File: config.mk
export PLATFORM = sky130hd
export DESIGN_NAME = ctrl_seq
export DESIGN_NICKNAME = d
export VERILOG_FILES = /design/src/rtl/ctrl_seq_pkg.sv /design/src/rtl/ctrl_prescaler.sv /design/src/rtl/ctrl_seq.sv
export SDC_FILE = /design/constraint.sdc
export NUM_CORES = 1
export LEC_CHECK = 0
export CELL_PAD_IN_SITES_DETAIL_PLACEMENT = 1
export CELL_PAD_IN_SITES_GLOBAL_PLACEMENT = 1
export CORE_MARGIN = 2
export CORE_UTILIZATION = 38
export DETAILED_ROUTE_END_ITERATION = 10
export GPL_ROUTABILITY_DRIVEN = 0
export PLACE_DENSITY_LB_ADDON = 0.12
export SETUP_SLACK_MARGIN = 0.05
export SYNTH_ARGS = -nofsm -noshare
export SYNTH_HDL_FRONTEND = slang
export SYNTH_SLANG_ARGS = --single-unit
File: constraint.sdc
create_clock -name i_clk -period 1.7 [get_ports i_clk]
set_clock_uncertainty 0.15 [all_clocks]
set_input_delay 0.255 -clock i_clk [delete_from_list [all_inputs] [get_ports i_clk]]
set_output_delay 0.255 -clock i_clk [all_outputs]
set_load 0.01 [all_outputs]
File: src/rtl/ctrl_seq_pkg.sv
// Shared types and default divisors for the frame sequencer.
// State encoding is kept here so every block and test view agrees on it.
package ctrl_seq_pkg;

    typedef enum logic [2:0] {
        ST_LATCH  = 3'd0,
        ST_LOAD   = 3'd1,
        ST_GAP    = 3'd2,
        ST_WAIT   = 3'd3,
        ST_SETTLE = 3'd4
    } ctrl_seq_state_t;

    localparam int CTRL_SEQ_DIV_A_DEF = 750;
    localparam int CTRL_SEQ_DIV_B_DEF = 512;

endpackage

File: src/rtl/ctrl_prescaler.sv
// Gate-tick prescaler: wrapping counter with run-time divisor select; o_cnt_en is
// combinational from the counter register. No backpressure, free-running.
module ctrl_prescaler #(
    parameter int SCALER_W = 10,
    parameter int DIV_A    = 750,
    parameter int DIV_B    = 512
) (
    input  logic i_clk,
    input  logic i_rst_n,
    input  logic i_freq,
    output logic o_cnt_en
);

    if (DIV_A < 2 || DIV_A > (1 << SCALER_W)) begin : g_bad_div_a
        $error("ctrl_prescaler: DIV_A out of range for SCALER_W");
    end
    if (DIV_B < 2 || DIV_B > (1 << SCALER_W)) begin : g_bad_div_b
        $error("ctrl_prescaler: DIV_B out of range for SCALER_W");
    end

    localparam logic [SCALER_W-1:0] DIV_A_M1 = SCALER_W'(DIV_A - 1);
    localparam logic [SCALER_W-1:0] DIV_B_M1 = SCALER_W'(DIV_B - 1);

    logic [SCALER_W-1:0] scaler_q;
    logic [SCALER_W-1:0] scaler_d;
    logic [SCALER_W-1:0] div_m1;

    assign div_m1 = i_freq ? DIV_A_M1 : DIV_B_M1;

    // >= rather than == so a switch to the smaller divisor wraps immediately.
    always_comb begin
        scaler_d = scaler_q + SCALER_W'(1);
        if (scaler_q >= div_m1) begin
            scaler_d = '0;
        end
    end

    always_ff @(posedge i_clk or negedge i_rst_n) begin
        if (!i_rst_n) begin
            scaler_q <= '0;
        end else begin
            scaler_q <= scaler_d;
        end
    end

    assign o_cnt_en = (scaler_q == '0);

endmodule

File: src/rtl/ctrl_seq.sv
// Frame sequencer: per tick, walks NUM_CH channels with a load/busy handshake, then latches.
// Latency: tick -> o_srload next cycle, 3 cycles/channel min; WAIT stalls while i_srbusy. One-shot via CTRL_SEQ_ONESHOT_EN.
module ctrl_seq
    import ctrl_seq_pkg::*;
#(
    parameter int NUM_CH   = 5,
    parameter int SCALER_W = 10,
    parameter int DIV_A    = CTRL_SEQ_DIV_A_DEF,
    parameter int DIV_B    = CTRL_SEQ_DIV_B_DEF,
    parameter int MUX_W    = $clog2(NUM_CH)
) (
    input  logic             i_clk,
    input  logic             i_rst_n,
    input  logic             i_freq,
    input  logic             i_srbusy,
    output logic [MUX_W-1:0] o_muxsel,
    output logic             o_srload,
    output logic             o_latch,
    output logic             o_cnt_en,
    output logic             o_overrun
`ifdef CTRL_SEQ_ONESHOT_EN
    ,
    input  logic             i_trig
`endif
);

    if (NUM_CH < 2) begin : g_bad_num_ch
        $error("ctrl_seq: NUM_CH must be at least 2");
    end

    localparam logic [MUX_W-1:0] LAST_CH = MUX_W'(NUM_CH - 1);

    ctrl_seq_state_t  state_q, state_d;
    logic [MUX_W-1:0] ch_q, ch_d;
    logic             cnt_en;
    logic             go;

    ctrl_prescaler #(
        .SCALER_W (SCALER_W),
        .DIV_A    (DIV_A),
        .DIV_B    (DIV_B)
    ) u_prescaler (
        .i_clk    (i_clk),
        .i_rst_n  (i_rst_n),
        .i_freq   (i_freq),
        .o_cnt_en (cnt_en)
    );

`ifdef CTRL_SEQ_ONESHOT_EN
    logic armed_q, armed_d;

    // A trigger coinciding with the tick starts the frame without waiting for armed.
    assign go        = cnt_en && (armed_q || i_trig);
    assign o_overrun = i_trig && (state_q != ST_LATCH);

    always_comb begin
        armed_d = armed_q;
        if (state_q == ST_LATCH) begin
            if (go) begin
                armed_d = 1'b0;
            end else if (i_trig) begin
                armed_d = 1'b1;
            end
        end
    end

    always_ff @(posedge i_clk or negedge i_rst_n) begin
        if (!i_rst_n) begin
            armed_q <= 1'b0;
        end else begin
            armed_q <= armed_d;
        end
    end
`else
    assign go        = cnt_en;
    assign o_overrun = cnt_en && (state_q != ST_LATCH);
`endif

    always_comb begin
        state_d = state_q;
        ch_d    = ch_q;
        case (state_q)
            ST_LATCH: begin
                ch_d = '0;
                if (go) begin
                    state_d = ST_LOAD;
                end
            end
            ST_LOAD:  state_d = ST_GAP;
            // Busy is not yet valid here: the register needs a cycle to raise it.
            ST_GAP:   state_d = ST_WAIT;
            ST_WAIT: begin
                if (!i_srbusy) begin
                    if (ch_q == LAST_CH) begin
                        state_d = ST_SETTLE;
                    end else begin
                        ch_d    = ch_q + MUX_W'(1);
                        state_d = ST_LOAD;
                    end
                end
            end
            ST_SETTLE: begin
                ch_d    = '0;
                state_d = ST_LATCH;
            end
            default: begin
                ch_d    = '0;
                state_d = ST_LATCH;
            end
        endcase
    end

    always_ff @(posedge i_clk or negedge i_rst_n) begin
        if (!i_rst_n) begin
            state_q <= ST_LATCH;
            ch_q    <= '0;
        end else begin
            state_q <= state_d;
            ch_q    <= ch_d;
        end
    end

    assign o_srload = (state_q == ST_LOAD);
    assign o_latch  = (state_q == ST_LATCH);
    assign o_muxsel = ch_q;
    assign o_cnt_en = cnt_en;

endmodule

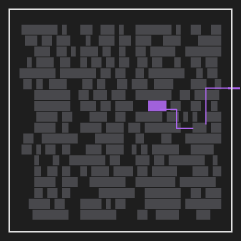
(images/io_fan.png)
Drawn at 4 px/um.
colour	port	bits	direction	edge	end cells	buffers	wire
purple	`o_srload`	1	output	right	1	1	27.8 um
number of placed I/O pins: 11
# port buffers: 10

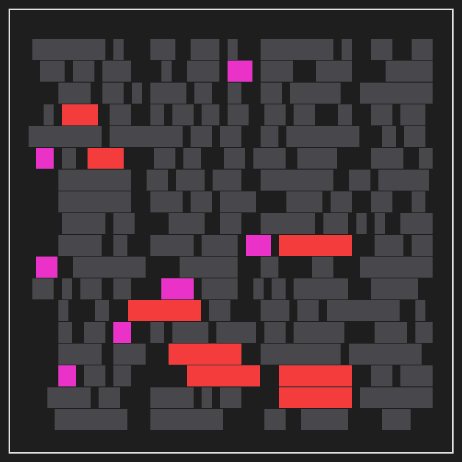
(images/logic_types.png)
Drawn at 8 px/um.
colour	family	cells	most used
magenta	and/or cells	7	or3_1
red	fa/ha/maj cells	8	ha_4
most frequent logic cell in the layout: buf_4
final std cells w/o fill: 177
share of cell area taken by multi-input logic gates: 48.6%

==> results_dict.tcl <==
# flow metrics
set metrics [dict create \
    placed_instance_count 157 \
    drt_first_pass_iters 4 \
    dp_hpwl_mm 2.03 \
    synth.cellmix.simpleShare_pct 19.7 \
    tritoncts.num_buffers 3 \
    cp_cell_sequence "inv_2 -> ha_4 -> nor2b_4 -> nand3_2 -> nor3b_2 -> buf_2" \
    enable_flop_cells 0 \
    crit_path_start_kind "register" \
    synthCells 99 \
    met2WireLength_mm 2.02 \
    num_antenna_cells 0 \
    synth.top_cells.by_count "dfrtp_1, inv_1, ha_1" \
    clock_insertion_delay_worst_skew_ps 290 \
    post_route_cells_drive_above_1_share_pct 55.1 \
    cts.sinks 16 \
    antenna_left 0 \
    drv.max_cap_violation_count 0 \
    pg_seq_uw 487 \
    timing.final.setup_violations 5 \
    p_comb_share_pct 43.7 \
    mappedNetlistArea_sq_um 998 \
    power.share.sequential_pct 36.2 \
    met3_usage_pct 3.75 \
    multiInputCombCellCount 73 \
    syn_avg_cell_area_sq_um 10.1 \
    worstPathRequired_ps 1290 \
    route.vias.total 1032 \
    post_synth_ao_oa_area_fraction_pct 22.2 \
    grt_pass1_wl_mm 5.46 \
    worstReg2RegEnd "u_prescaler.scaler_q[8]$_DFF_PN0_" \
    internal-power_uw 862 \
    grt_antenna_before_repair 0 \
    p_total_mw 1.34 \
    log.warning_count 30 \
    cpPeakStageDelay_ps 410 \
    mappedNetlistNets 111 \
    maxUsedRoutingLayer "met4" \
    achievable-frequency_ghz 0.506 \
    gr-usage-met1_pct 30.9 \
    die_w_um 55.3 \
    die_height_um 55.3 \
    p_clk_uw 270 \
    status "finished, violations left" \
    drtIter0Drc 41 \
    violations "negative setup slack" \
    timing.reg2reg.worst_path_depth 6 \
    clk_pin_slew_worst_paths_ps 110 \
    synth_flop_count 16 \
    worst_slack_ps -276 \
    worst_ir_drop_vdd_uv 875 \
    critPathArrivalTime_ps 1570 \
    yosys.stat.chipArea_sq_um 998 \
    hold_class "primary input to asynchronous set/reset pin" \
    static-leakage-power_nw 0.745 \
    nonClkBufAreaFrac_pct 21.8 \
    largest_register "u_prescaler.scaler_q" \
    post_synth_main_area_contributors "dfrtp_1, ha_1, a211oi_1, inv_1, a221oi_2" \
    cts-resized-gates 35 \
    floorplanUtilization_pct 40.3 \
    chipArea_sq_um 3050 \
    count_of_distinct_cell_types_in_the_synthesized_netlist 36 \
    met2_usage_in_global_routing_pct 39.1 \
    endpoint_kind "output pin" \
    inv_count 9 \
]
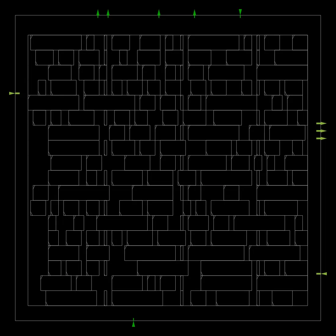
(images/placement.png)
row count: 18
final-layout fill cell count: 237
well tap count: 30
sequential fraction of total cell area: 23.3%
Floorplan Core Area: 2480 sq um

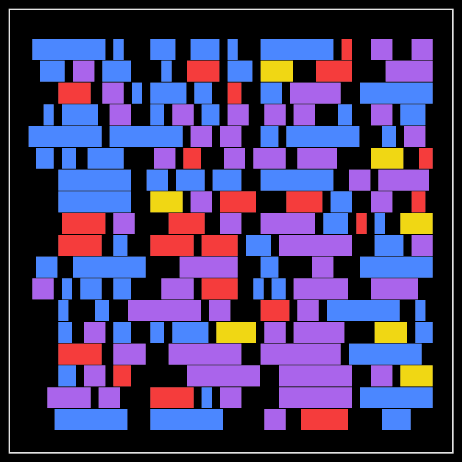
(images/sizes.png)
Drawn at 8 px/um.
colour	size	cells
red	_2 cells	22
purple	_3 and _4 cells	52
blue	_0 and _1 cells	66
yellow	_6 and larger	7
post-route setup slack: -276 ps
final cell area excluding filler cells: 1720 sq um
Signal buffers: 45

[how the worst max path moves through the flow]
stage	startpoint	endpoint	cells past startpoint
4_1_cts	u_prescaler.scaler_q[0]$_DFF_PN0_	o_overrun	6
5_1_grt	u_prescaler.scaler_q[0]$_DFF_PN0_	o_overrun	6
6_report	u_prescaler.scaler_q[0]$_DFF_PN0_	o_overrun	6
3_5_place_dp	i_freq	u_prescaler.scaler_q[8]$_DFF_PN0_	6
3_3_place_gp	i_freq	u_prescaler.scaler_q[5]$_DFF_PN0_	6
2_1_floorplan	u_prescaler.scaler_q[9]$_DFF_PN0_	u_prescaler.scaler_q[5]$_DFF_PN0_	4
Power and IR drop assume default switching activity.
